`config.mk`:
```
export PLATFORM = sky130hd
export DESIGN_NAME = pipe_stage_skid_reg
export DESIGN_NICKNAME = d
export VERILOG_FILES = /design/src/rtl/pipe_stage_skid_reg.sv
export SDC_FILE = /design/constraint.sdc
export NUM_CORES = 1
export LEC_CHECK = 0
export ABC_AREA = 1
export CAP_MARGIN = 10
export CORE_MARGIN = 5
export CORE_UTILIZATION = 45
export CTS_BUF_LIST = sky130_fd_sc_hd__clkbuf_4
export DETAILED_ROUTE_END_ITERATION = 10
export PLACE_DENSITY = 0.74
export REMOVE_ABC_BUFFERS = 1
export SYNTH_ARGS = -nofsm -noshare
export SYNTH_HDL_FRONTEND = slang
export SYNTH_SLANG_ARGS = --single-unit
```
`constraint.sdc`:
```
create_clock -name clk -period 4.05 [get_ports clk]
set_input_delay 0.81 -clock clk [delete_from_list [all_inputs] [get_ports clk]]
set_output_delay 0.81 -clock clk [all_outputs]
set_load 0.05 [all_outputs]
```
`src/rtl/pipe_stage_skid_reg.sv`:
```
// ---------------------------------------------------------------------------
// pipe_stage_skid_reg
//
// Pipeline stage register for the processor datapath. It carries CHANNELS
// independent WIDTH-bit fields per beat and supports a valid/ready handshake,
// freeze (stall) and flush (bubble insert).
//
// With SKID=1 a one-entry skid buffer sits behind the main register. in_ready
// then depends only on registered state, freeze and rst, so there is no
// combinational path from out_ready to in_ready. With SKID=0 there is a single
// register, and ready passes through combinationally.
//
// Ports:
//   clk        rising-edge clock
//   rst        asynchronous reset, active-low
//   freeze     stage hold; no state change while high
//   flush      synchronous clear of all held beats (priority over freeze)
//   in_valid   upstream beat present
//   in_ready   stage can accept a beat this cycle
//   in_data    upstream beat; channel k at bits [k*WIDTH +: WIDTH]
//   out_valid  beat presented downstream
//   out_ready  downstream accepts the beat
//   out_data   presented beat (always the main register)
//   occupancy  number of held beats (0..2; max 1 when SKID=0)
// ---------------------------------------------------------------------------
module pipe_stage_skid_reg #(
  parameter int WIDTH    = 32,
  parameter int CHANNELS = 2,
  parameter int SKID     = 1
) (
  input  logic                      clk,
  input  logic                      rst,
  input  logic                      freeze,
  input  logic                      flush,
  input  logic                      in_valid,
  output logic                      in_ready,
  input  logic [CHANNELS*WIDTH-1:0] in_data,
  output logic                      out_valid,
  input  logic                      out_ready,
  output logic [CHANNELS*WIDTH-1:0] out_data,
  output logic [1:0]                occupancy
);

  localparam int DW = CHANNELS * WIDTH;

  typedef enum logic [1:0] {
    ST_EMPTY   = 2'd0,
    ST_FULL    = 2'd1,
    ST_SKIDDED = 2'd2
  } state_t;

  state_t          state_r;
  state_t          state_nx_s;
  logic [DW-1:0]   main_r;
  logic [DW-1:0]   main_nx_s;
  logic [DW-1:0]   skid_r;
  logic [DW-1:0]   skid_nx_s;
  logic            out_valid_r;
  logic [1:0]      occ_r;
  logic            ready_s;
  logic            accept_s;
  logic            pop_s;

  // Number of beats held in a given state.
  function automatic logic [1:0] occ_of(input state_t s);
    logic [1:0] n;
    case (s)
      ST_EMPTY:   n = 2'd0;
      ST_FULL:    n = 2'd1;
      ST_SKIDDED: n = 2'd2;
      default:    n = 2'd0;
    endcase
    return n;
  endfunction

  // Upstream ready: registered-state based with a skid entry, pass-through otherwise.
  always_comb begin
    ready_s = 1'b0;
    if (SKID != 0) begin
      ready_s = (state_r != ST_SKIDDED) && !freeze && rst;
    end else begin
      ready_s = (!out_valid_r || out_ready) && !freeze && rst;
    end
  end

  assign accept_s = in_valid && ready_s;
  assign pop_s    = out_valid_r && out_ready && !freeze;

  // Next-state and next-data selection; flush wins over freeze, accept and pop.
  always_comb begin
    state_nx_s = state_r;
    main_nx_s  = main_r;
    skid_nx_s  = skid_r;
    if (flush) begin
      state_nx_s = ST_EMPTY;
    end else if (freeze) begin
      state_nx_s = state_r;
    end else begin
      case (state_r)
        ST_EMPTY: begin
          if (accept_s) begin
            state_nx_s = ST_FULL;
            main_nx_s  = in_data;
          end else begin
            state_nx_s = ST_EMPTY;
          end
        end
        ST_FULL: begin
          if (accept_s && pop_s) begin
            state_nx_s = ST_FULL;
            main_nx_s  = in_data;
          end else if (accept_s) begin
            // Without a skid entry an accept in FULL always coincides with a
            // pop, so this branch only matters for SKID=1.
            if (SKID != 0) begin
              state_nx_s = ST_SKIDDED;
              skid_nx_s  = in_data;
            end else begin
              state_nx_s = ST_FULL;
              main_nx_s  = in_data;
            end
          end else if (pop_s) begin
            state_nx_s = ST_EMPTY;
          end else begin
            state_nx_s = ST_FULL;
          end
        end
        ST_SKIDDED: begin
          if (pop_s) begin
            state_nx_s = ST_FULL;
            main_nx_s  = skid_r;
          end else begin
            state_nx_s = ST_SKIDDED;
          end
        end
        default: begin
          state_nx_s = ST_EMPTY;
        end
      endcase
    end
  end

  // State, data and registered output flags.
  always_ff @(posedge clk or negedge rst) begin
    if (!rst) begin
      state_r     <= ST_EMPTY;
      main_r      <= '0;
      skid_r      <= '0;
      out_valid_r <= 1'b0;
      occ_r       <= 2'd0;
    end else begin
      state_r     <= state_nx_s;
      main_r      <= main_nx_s;
      skid_r      <= skid_nx_s;
      out_valid_r <= (state_nx_s != ST_EMPTY);
      occ_r       <= occ_of(state_nx_s);
    end
  end

  assign in_ready  = ready_s;
  assign out_valid = out_valid_r;
  assign out_data  = main_r;
  assign occupancy = occ_r;

endmodule

```
==> out/highlights.md, run 1 <==
### Layout
- **most frequent logic cell in the layout** sky130_fd_sc_hd__nand2_1

### Floorplanning
- **die area** 15000 sq um
- **number of placement rows** 41
- **initial core utilization** 45.6%
- **vertical extent of the die** 123 um

### Placement
- **area after detailed placement** 7180 sq um
- **count of input and output buffers** 137

### Setup path
- **slowest library cell on the worst path** sky130_fd_sc_hd__clkdlybuf4s50_1
- **data required time at the worst endpoint** 3.24 ns
- **nature of the critical path endpoint** output port
- **terminus of the critical flop-to-flop path** skid_r[6]
- **Worst Reg-to-Reg Cells** 9
- **buffers plus inverters on the worst setup path** 2
- **cell-by-cell listing of the critical path** clkdlybuf4s50_1, nor3_1, clkdlybuf4s50_1
- **startpoint types** input port

### STA
- **Max Transition Viols Final** 0
- **upper clock frequency limit** 322 MHz
- **setup violators final** 0

### Yosys
- **number of distinct library cells after synthesis** 21
- **average cell area after synthesis** 9.09 sq um
- **multiplexer area fraction after synthesis** 6.14%
- **simple-gate portion of the synthesized area** 17.9%
- **Largest cells by area** sky130_fd_sc_hd__dfrtp_1 58%, sky130_fd_sc_hd__nand2_1 13%, sky130_fd_sc_hd__o21ai_1 8.2%, sky130_fd_sc_hd__mux2i_1 6.1%, sky130_fd_sc_hd__nand3_1 3.5%
- **sequential area share after synthesis** 58.3%
- **top area contributor share** 58.3%
- **#FFs+latches synth** 133

### Detailed routing
- **number of nets still failing antenna checks after routing** 0
- **TritonRoute pass-1 iters** 4
- **detail-routed via count per cell** 4.96

### CTS
- **clock insertion delay at the later pin of the skew report** 0.53 ns
- **root buf cell** sky130_fd_sc_hd__clkbuf_4
- **Sink Count** 133
- **number of post-CTS setup repair buffers** 0
- **maximum root-to-sink buffer count** 2
- **clock slew at reported path FFs** 0.10 ns

### Global route
- **vias in the first global route** 4694

### Outcome
- **result of the run** finished clean

## run 1: power by group
group	internal, mW	total [mW]	switching (mW)
logic	0.544	1.60	1.06
clock network	0.351	0.793	0.442
registers	1.57	1.72	0.141
## run 1: cells in the mapped netlist
master and instances:
sky130_fd_sc_hd__inv_2 3, sky130_fd_sc_hd__nor2_1 7, sky130_fd_sc_hd__buf_4 3, sky130_fd_sc_hd__nand4_1 1, sky130_fd_sc_hd__nand3_1 40, sky130_fd_sc_hd__buf_2 24
sky130_fd_sc_hd__mux2i_1 35, sky130_fd_sc_hd__nand2_2 2, sky130_fd_sc_hd__o21ai_0 30, sky130_fd_sc_hd__a31oi_1 1, sky130_fd_sc_hd__a21oi_1 1, sky130_fd_sc_hd__buf_6 2
sky130_fd_sc_hd__inv_1 37, sky130_fd_sc_hd__ha_1 2, sky130_fd_sc_hd__nand2_1 201, sky130_fd_sc_hd__buf_1 2, sky130_fd_sc_hd__clkbuf_1 9, sky130_fd_sc_hd__nor3_4 1
sky130_fd_sc_hd__o21ai_1 93, sky130_fd_sc_hd__dfrtp_1 133, sky130_fd_sc_hd__nor3_1 1
## run 1: routing by layer
layer  global-route usage, %  vias to the layer above  part of all wire, %
li1                        -                     2293                    -
met1                    22.8                     2204                   44
met2                    30.6                      125                   49
met3                    5.25                       19                  5.8
met4                    6.86                        0                  1.6
met5                       0                        -                    0
## run 1: registers in the layout, indices dropped and copies added, names as in the netlist
signal and flops:
skid_r 64, out_valid 1, occupancy 2, out_data 64, state_r 2
## run 1: per-stage QoR
| step | hold WS (ns) | instances | total power [mW] | utilization [%] | TNS [ns] |
|---|---|---|---|---|---|
| 5_1_grt | 0.486 | 936 | 4.32 | 59.3 | 0 |
| 2_1_floorplan | 0.441 | 588 | 2.73 | - | -108.00 |
| 6_report | 0.473 | 936 | 4.11 | 59.3 | 0 |
| 3_3_place_gp | 0.453 | 904 | 3.32 | 57.3 | 0 |
| 4_1_cts | 0.425 | 936 | 4.15 | 59.3 | 0 |
| 3_5_place_dp | 0.458 | 904 | 3.35 | 57.3 | 0 |
## run 1: how the worst max path moves through the flow
| stage | cells after the start | end | slack (ns) |
|---|---|---|---|
| 2_1_floorplan | 9 | out_data[0] | -1.47 |
| 3_3_place_gp | 3 | in_ready | 0.92 |
| 3_5_place_dp | 9 | skid_r[6] | 0.86 |
| 4_1_cts | 3 | in_ready | 0.93 |
| 5_1_grt | 3 | in_ready | 0.83 |
| 6_report | 3 | in_ready | 0.94 |
## run 1: kinds of logic (layout without fill, tap and decap cells)
| logic type | Yosys count | in the layout |
|---|---|---|
| and+or+nand+nor | 253 | 253 |
| buffers and inverters | 80 | 216 |
| adders and majority gates | 2 | 2 |
| muxes | 35 | 35 |
| AOI/OAI and AO/OA | 125 | 125 |
| DFF | 133 | 133 |
## run 1: layout make-up
type | instances | area [sq um]
Fill cell | 1109 | 5100
Timing Repair Buffer | 144 | 1440
Clock inverter | 7 | 56.3
Sequential cell | 133 | 3330
Inverter | 40 | 150
Tap cell | 172 | 215
Clock buffer | 25 | 188
Multi-Input combinational cell | 415 | 2050
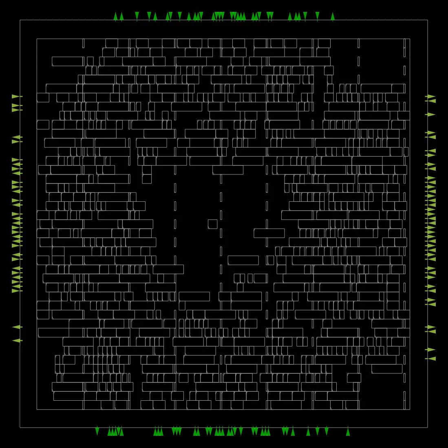
Figure 1: run 1, placement view.
tap cell instance count: 172
count of non-filler cells in the finished layout: 936

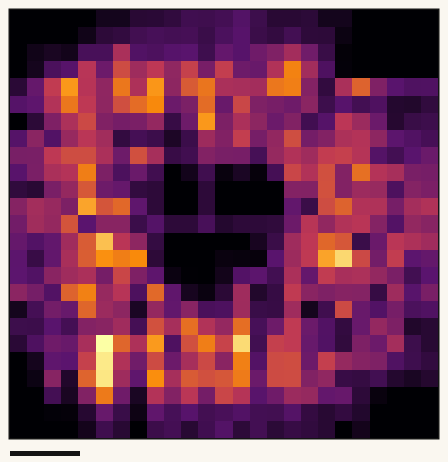
Figure 2: run 1, wire density map.
Bar = 20 um. 25 x 25 tiles, from black (low) to pale yellow (high), scaled to the fullest tile. Values are wire area over tile area, all layers added.
tiles over half the peak = 15%
nearly empty tiles = 13%
mean over tiles = 0.14
fullest tile = 0.49
WL final: 13200 um
DR WL/cell: 14.1 um
aggregate global-route resource usage: 18.4%
total vias in the final route: 4641

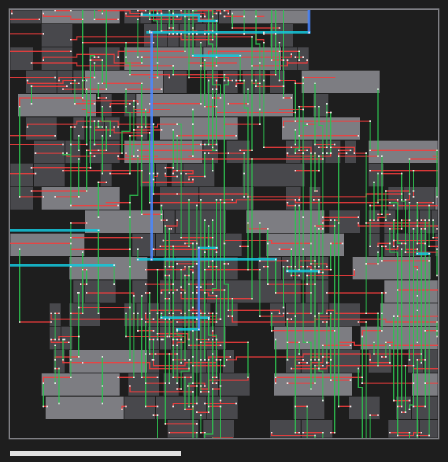
Figure 3: run 1, layout detail.
Bar = 20 um. Window x 6 to 56, y 6 to 56 um. Cells in grey, sequential cells in the stronger grey; small squares are vias.
M4 -> blue
M1 -> red
M3 -> cyan
M2 -> green
cells with their middle in the window = 176
sequential cells in the window = 28
most frequent = nand2_1 (42), dfrtp_1 (28), clkdlybuf4s50_1 (27)
netlist names of flops here include = skid_r (12), out_data (11), occupancy (2)

Figure 4. Where the registers sit (run 1).
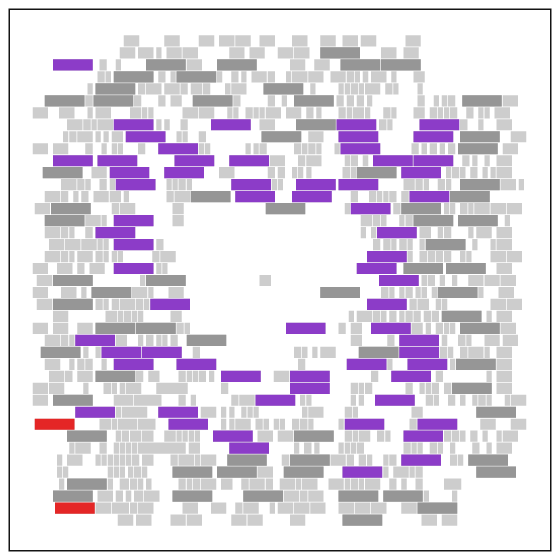

==> inputs of run 2 (changes only) <==
- PLACE_DENSITY: 0.74 -> 0.77
- clock period: 4.05 -> 2.6 ns (I/O delays scaled with it)
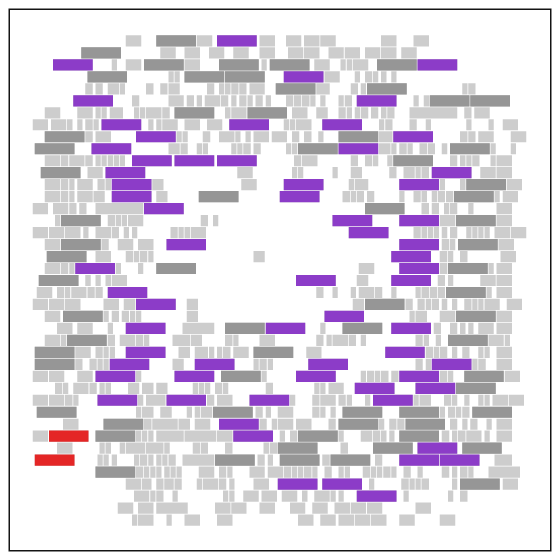
Figure 5: run 2, where the registers sit.
skid_r -> purple  # placed flops 64
occupancy -> red  # placed flops 2
not coloured = 67

==> run 2 against run 1 <==
Against the previous run:
- flip-flop count did not move
- final area is 1.5% higher
- highest routed layer unchanged
- global-route usage up 0.32 points
- combinational power up 56%
==> out/highlights.md, run 2 <==
### Yosys
- **#FFs+latches synth** 133, unchanged
- **list of most frequent post-synthesis cells** 201 x sky130_fd_sc_hd__nand2_1, 133 x sky130_fd_sc_hd__dfrtp_1, 93 x sky130_fd_sc_hd__o21ai_1, unchanged
- **sequential area share after synthesis** 58.3%, unchanged
- **average cell area after synthesis** 9.09 sq um, unchanged
- **top area contributor share** 58.3%, unchanged
- **most popular library cell in the synthesized design by count** sky130_fd_sc_hd__nand2_1, unchanged
- **ys async rst share** 100%, unchanged
- **post-synth tally of flip-flops with integrated enable** 0, unchanged
- **number of distinct library cells after synthesis** 21, unchanged

### CTS
- **number of post-CTS setup repair buffers** 0, unchanged
- **Sink Count** 133, unchanged
- **clock slew at reported path FFs** 0.14 ns, was 0.10 ns
- **maximum root-to-sink buffer count** 2, unchanged
- **root buf cell** sky130_fd_sc_hd__clkbuf_4, unchanged

### Pwr
- **sequential share of power** 40.8%, was 41.8%
- **portion of total power attributed to the clock network** 21.0%, was 19.3%
- **overall power consumption** 6.55 mW, was 4.11 mW
- **net switching power** 2.67 mW, was 1.64 mW
- **part of the power in combinational logic** 38.2%, was 38.9%
- **net switching share of the total power** 40.8%, was 39.9%

### Global route
- **vias in the first global route** 4654, was 4694
- **aggregate global-route resource usage** 18.7%, was 18.4%

### Setup path
- **buffers plus inverters on the worst setup path** 1, was 2
- **startpoint types** flip-flop, was input port
- **cell-by-cell listing of the critical path** clkdlybuf4s50_1, was clkdlybuf4s50_1, nor3_1, clkdlybuf4s50_1
- **Worst Reg-to-Reg Cells** 11, was 9
- **slowest library cell on the worst path** sky130_fd_sc_hd__clkdlybuf4s50_1, unchanged
- **nature of the critical path endpoint** output port, unchanged
- **terminus of the critical flop-to-flop path** out_data[2], was skid_r[6]
- **data required time at the worst endpoint** 2.08 ns, was 3.24 ns

### STA
- **Max Transition Viols Final** 0, unchanged
- **setup violators final** 0, unchanged
- **Final Hold Slack** 0.0335 ns, was 0.473 ns
- **upper clock frequency limit** 440 MHz

### Detailed routing
- **total vias in the final route** 4685, was 4641
- **DR WL/cell** 14.2 um, was 14.1 um
- **TritonRoute pass-1 iters** 5, was 4
- **WL final** 13400 um, was 13200 um
- **detail-routed via count per cell** 4.99, was 4.96

### Floorplanning
- **initial core utilization** 45.6%, unchanged
- **vertical extent of the die** 123 um, unchanged
- **die area** 15000 sq um, unchanged

### Placement
- **DP Cell Count** 907, was 904
- **count of input and output buffers** 137, unchanged

### Layout
- **filler cell count in the final layout** 1096, was 1109
- **count of non-filler cells in the finished layout** 939, was 936
- **most frequent logic cell in the layout** sky130_fd_sc_hd__nand2_1, unchanged

### Outcome
- **result of the run** finished clean, unchanged

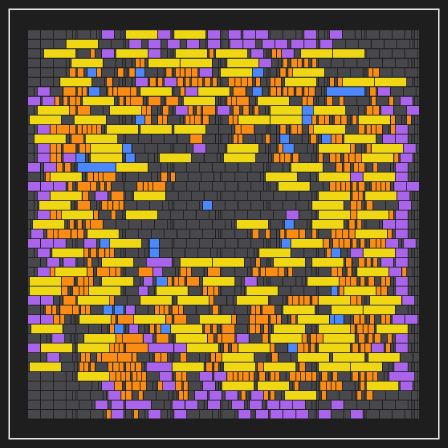
Figure 6: run 2, placed cells, one colour a class.
Fill, decap, tap and diode cells in grey.
clock drivers and dummy loads -> blue  # cells 32
remaining logic cells -> orange  # cells 455
remaining buffers and delay cells -> purple  # cells 147
registers -> yellow  # cells 133
Core Box Area: 12500 sq um
number of placement rows: 41
share of cell area taken by flip-flops and latches: 44.2%
Finished Cell Area: 7530 sq um

[run 2: cell counts after synthesis]
No cell type changed its count.
[run 2: per-layer routing]
layer	share of wire, %	global-route usage [%]
met3	5.6	5.39
met5	0	0
met2	49	29.9
met4	2.1	7.14
met1	43	24.3
[run 2: how the worst max path moves through the flow]
stage               cells after the start           end
floorplan                               9   out_data[0]
global placement                        9    skid_r[22]
detailed placement                     11  out_data[23]
CTS                                     1  out_data[46]
global route                            1  out_data[46]
finish                                  1  out_data[46]
[run 2: stage by stage]
step / instance area, sq um / setup TNS (ns) / utilization (%)
after global placement: 7250 / 0 / 57.9
after detailed placement: 7250 / 0 / 57.9
after floorplan: 5500 / -295.98 / -
after global routing: 7530 / 0 / 60.2
final: 7530 / 0 / 60.2
after CTS: 7530 / 0 / 60.2
[run 2: cell type report]
cell class / count / area, sq um / share of cell area (%)
clock buffers: 17 / 128 / 1.69
flip-flops and latches: 133 / 3330 / 44.2
well taps: 172 / 215 / 2.86
multi-input cells: 415 / 2050 / 27.2
inverters: 40 / 150 / 1.99
clock inverters: 15 / 158 / 2.09
repair buffers: 147 / 1510 / 20.0
[run 2: power by group through the flow]
stage               registers [mW]  clock network [mW]  logic, mW
finish                        2.67                1.37       2.50
global route                  2.73                1.52       2.65
global placement              2.71                   0       2.47
detailed placement            2.71                   0       2.52
CTS                           2.68                1.42       2.53
floorplan                     3.80                   0      0.454
[run 2: cells by family after synthesis]
kind of cell	count (synthesis)	share of synthesized area, %
muxes	35	6.14
AOI/OAI and AO/OA	125	11.0
and+or+nand+nor	253	17.9
DFF	133	58.3
buffers and inverters	80	6.25
adders and majority gates	2	0.438
No activity file was given, so power comes from the tool's default toggle rates.
